[src/rtl/uart_pkg.sv]
// Shared UART definitions: parity modes, receiver/transmitter state encoding
// and the parity check helper.
package uart_pkg;

  localparam int PAR_NONE = 0;
  localparam int PAR_ODD  = 1;
  localparam int PAR_EVEN = 2;

  typedef enum logic [2:0] {
    ST_IDLE,
    ST_START,
    ST_DATA,
    ST_PARITY,
    ST_STOP,
    ST_CLEANUP,
    ST_WAIT_IDLE
  } uart_state_e;

  // ones_odd is the XOR of the data bits and the received parity bit
  function automatic logic parity_error(input int mode, input logic ones_odd);
    case (mode)
      PAR_ODD:  return !ones_odd;
      PAR_EVEN: return ones_odd;
      default:  return 1'b0;
    endcase
  endfunction

endpackage

[src/rtl/uart_sync2.sv]
// Two-flop synchroniser for the idle-high serial line; resets to the idle level.
module uart_sync2 (
  input  logic i_Clock,
  input  logic i_Rst_n,
  input  logic line_async,
  output logic line_sync
);

  logic meta_reg;
  logic sync_reg;

  always_ff @(posedge i_Clock or negedge i_Rst_n) begin
    if (!i_Rst_n) begin
      meta_reg <= 1'b1;
      sync_reg <= 1'b1;
    end else begin
      meta_reg <= line_async;
      sync_reg <= meta_reg;
    end
  end

  assign line_sync = sync_reg;

endmodule

[src/rtl/uart_rx_cfg.sv]
// Parametrised UART receiver: glitch-rejecting start detection, parity and
// framing error flags, break detection, two-flop input synchroniser.
module uart_rx_cfg
  import uart_pkg::*;
#(
  parameter int CLKS_PER_BIT = 87,
  parameter int DATA_BITS    = 8,
  parameter int PARITY       = PAR_NONE,
  parameter int STOP_BITS    = 1
) (
  input  logic                 i_Clock,
  input  logic                 i_Rst_n,
  input  logic                 i_Rx_Serial,
  output logic                 o_Rx_DV,
  output logic [DATA_BITS-1:0] o_Rx_Byte,
  output logic                 o_Parity_Err,
  output logic                 o_Frame_Err,
  output logic                 o_Break,
  output logic                 o_Rx_Active
);

  localparam int CNT_W = $clog2(CLKS_PER_BIT);
  localparam int IDX_W = $clog2(DATA_BITS);
  localparam logic [CNT_W-1:0] CNT_MID  = CNT_W'(CLKS_PER_BIT / 2 - 1);
  localparam logic [CNT_W-1:0] CNT_LAST = CNT_W'(CLKS_PER_BIT - 1);
  localparam logic [IDX_W-1:0] IDX_LAST = IDX_W'(DATA_BITS - 1);
  localparam logic             STOP_LAST = 1'(STOP_BITS - 1);

  logic rx_sync;

  uart_state_e state_reg, state_next;
  logic [CNT_W-1:0]     clk_cnt_reg, clk_cnt_next;
  logic [IDX_W-1:0]     bit_idx_reg, bit_idx_next;
  logic                 stop_idx_reg, stop_idx_next;
  logic [DATA_BITS-1:0] shift_reg, shift_next;
  logic                 par_bit_reg, par_bit_next;
  logic                 ferr_acc_reg, ferr_acc_next;
  logic                 stop_zero_reg, stop_zero_next;

  logic                 dv_reg, dv_next;
  logic [DATA_BITS-1:0] byte_reg, byte_next;
  logic                 perr_reg, perr_next;
  logic                 ferr_reg, ferr_next;
  logic                 brk_reg, brk_next;
  logic                 active_reg, active_next;

  uart_sync2 u_sync (
    .i_Clock    (i_Clock),
    .i_Rst_n    (i_Rst_n),
    .line_async (i_Rx_Serial),
    .line_sync  (rx_sync)
  );

  always_ff @(posedge i_Clock or negedge i_Rst_n) begin
    if (!i_Rst_n) begin
      state_reg     <= ST_IDLE;
      clk_cnt_reg   <= '0;
      bit_idx_reg   <= '0;
      stop_idx_reg  <= 1'b0;
      shift_reg     <= '0;
      par_bit_reg   <= 1'b0;
      ferr_acc_reg  <= 1'b0;
      stop_zero_reg <= 1'b0;
      dv_reg        <= 1'b0;
      byte_reg      <= '0;
      perr_reg      <= 1'b0;
      ferr_reg      <= 1'b0;
      brk_reg       <= 1'b0;
      active_reg    <= 1'b0;
    end else begin
      state_reg     <= state_next;
      clk_cnt_reg   <= clk_cnt_next;
      bit_idx_reg   <= bit_idx_next;
      stop_idx_reg  <= stop_idx_next;
      shift_reg     <= shift_next;
      par_bit_reg   <= par_bit_next;
      ferr_acc_reg  <= ferr_acc_next;
      stop_zero_reg <= stop_zero_next;
      dv_reg        <= dv_next;
      byte_reg      <= byte_next;
      perr_reg      <= perr_next;
      ferr_reg      <= ferr_next;
      brk_reg       <= brk_next;
      active_reg    <= active_next;
    end
  end

  always_comb begin
    state_next     = state_reg;
    clk_cnt_next   = clk_cnt_reg;
    bit_idx_next   = bit_idx_reg;
    stop_idx_next  = stop_idx_reg;
    shift_next     = shift_reg;
    par_bit_next   = par_bit_reg;
    ferr_acc_next  = ferr_acc_reg;
    stop_zero_next = stop_zero_reg;
    dv_next        = 1'b0;
    byte_next      = byte_reg;
    perr_next      = perr_reg;
    ferr_next      = ferr_reg;
    brk_next       = brk_reg;
    active_next    = active_reg;

    case (state_reg)
      ST_IDLE: begin
        clk_cnt_next   = '0;
        bit_idx_next   = '0;
        stop_idx_next  = 1'b0;
        ferr_acc_next  = 1'b0;
        stop_zero_next = 1'b1;
        if (!rx_sync) state_next = ST_START;
      end

      // Re-check the line at mid start bit so a short low pulse is ignored
      ST_START: begin
        if (clk_cnt_reg == CNT_MID) begin
          clk_cnt_next = '0;
          if (!rx_sync) begin
            state_next  = ST_DATA;
            active_next = 1'b1;
          end else begin
            state_next = ST_IDLE;
          end
        end else begin
          clk_cnt_next = clk_cnt_reg + CNT_W'(1);
        end
      end

      // Right-shift so the first (LSB) bit lands at position 0 after the last sample
      ST_DATA: begin
        if (clk_cnt_reg == CNT_LAST) begin
          clk_cnt_next = '0;
          shift_next   = {rx_sync, shift_reg[DATA_BITS-1:1]};
          if (bit_idx_reg == IDX_LAST) begin
            bit_idx_next = '0;
            state_next   = (PARITY != PAR_NONE) ? ST_PARITY : ST_STOP;
          end else begin
            bit_idx_next = bit_idx_reg + IDX_W'(1);
          end
        end else begin
          clk_cnt_next = clk_cnt_reg + CNT_W'(1);
        end
      end

      ST_PARITY: begin
        if (clk_cnt_reg == CNT_LAST) begin
          clk_cnt_next = '0;
          par_bit_next = rx_sync;
          state_next   = ST_STOP;
        end else begin
          clk_cnt_next = clk_cnt_reg + CNT_W'(1);
        end
      end

      ST_STOP: begin
        if (clk_cnt_reg == CNT_LAST) begin
          clk_cnt_next = '0;
          if (!rx_sync) ferr_acc_next = 1'b1;
          else          stop_zero_next = 1'b0;
          if (stop_idx_reg == STOP_LAST) state_next = ST_CLEANUP;
          else                           stop_idx_next = 1'b1;
        end else begin
          clk_cnt_next = clk_cnt_reg + CNT_W'(1);
        end
      end

      ST_CLEANUP: begin
        dv_next     = 1'b1;
        byte_next   = shift_reg;
        perr_next   = parity_error(PARITY, ^{shift_reg, par_bit_reg});
        ferr_next   = ferr_acc_reg;
        brk_next    = (shift_reg == '0) && stop_zero_reg &&
                      ((PARITY == PAR_NONE) || !par_bit_reg);
        active_next = 1'b0;
        state_next  = ferr_acc_reg ? ST_WAIT_IDLE : ST_IDLE;
      end

      // A line held low after a bad stop must not look like a fresh start edge
      ST_WAIT_IDLE: begin
        if (rx_sync) state_next = ST_IDLE;
      end

      default: state_next = ST_IDLE;
    endcase
  end

  assign o_Rx_DV      = dv_reg;
  assign o_Rx_Byte    = byte_reg;
  assign o_Parity_Err = perr_reg;
  assign o_Frame_Err  = ferr_reg;
  assign o_Break      = brk_reg;
  assign o_Rx_Active  = active_reg;

endmodule

[config.mk]
export PLATFORM = sky130hd
export DESIGN_NAME = uart_rx_cfg
export DESIGN_NICKNAME = d
export VERILOG_FILES = /design/src/rtl/uart_pkg.sv /design/src/rtl/uart_sync2.sv /design/src/rtl/uart_rx_cfg.sv
export SDC_FILE = /design/constraint.sdc
export NUM_CORES = 1
export LEC_CHECK = 0
export CORE_ASPECT_RATIO = 0.7
export CORE_MARGIN = 1.5
export CORE_UTILIZATION = 30
export DETAILED_ROUTE_END_ITERATION = 10
export GPL_TIMING_DRIVEN = 0
export HOLD_SLACK_MARGIN = 0.1
export PLACE_DENSITY = 0.49
export SYNTH_ARGS = -nofsm -noshare
export SYNTH_HDL_FRONTEND = slang
export SYNTH_HIERARCHICAL = 1
export SYNTH_SLANG_ARGS = --single-unit
[constraint.sdc]
create_clock -name i_Clock -period 2.35 [get_ports i_Clock]
set_input_delay 0.705 -clock i_Clock [delete_from_list [all_inputs] [get_ports i_Clock]]
set_output_delay 0.705 -clock i_Clock [all_outputs]
set_load 0.01 [all_outputs]
**Cell area per tile**

Scale: 4 px per um. The die is cut into 10 by 7 equal tiles; white is low, dark blue is high, 0 to 100% covered.
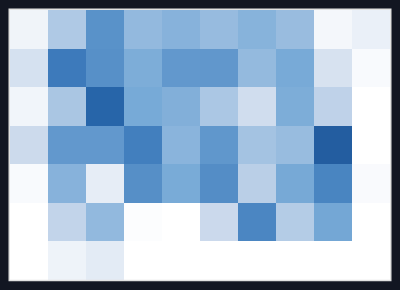
- nearly empty tiles: 20%
- tiles over 75% full: 2.9%
- mean over tiles: 32%
FP Core Util: 31.0%
core area: 5730 um2
post-layout util: 36.9%

**Signal wires on met3**

Scale: 4 px per um. Cells faint in the background.
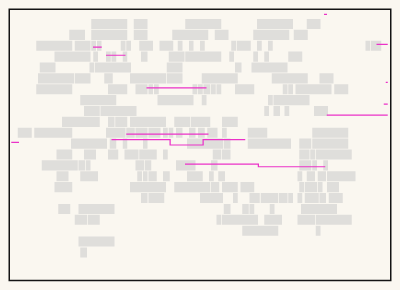
- nets with wire on the layer: 11
- longest straight run: 20.2 um
- main direction: horizontal
- share of all routed wire: 3.9%

==> metrics.yaml <==
comb_share_pct: 36.7
worst_pin_slew_ps: 852
power_density_nw_per_um2: 764
clock-sinks: 38
p_leak_uw: 0.00105
final_nets: 192
yosys_cells: 164
start_kind: "flop"
combPwrFrac_pct: 21.6
seq_area_share_pct: 45.1
hold_viol: 0
synthAdderAreaFrac_pct: 2.81
syn_inst: 164
wl_met1_um: 1840
yosys.area.top_type: "dfrtp_1"
seqCellArea_um2: 953
swShare_pct: 30.0
reg2reg_to: "state_reg[1]"
inverters: 4
status: "completed"
async_flop_share_pct: 100
drc: 0
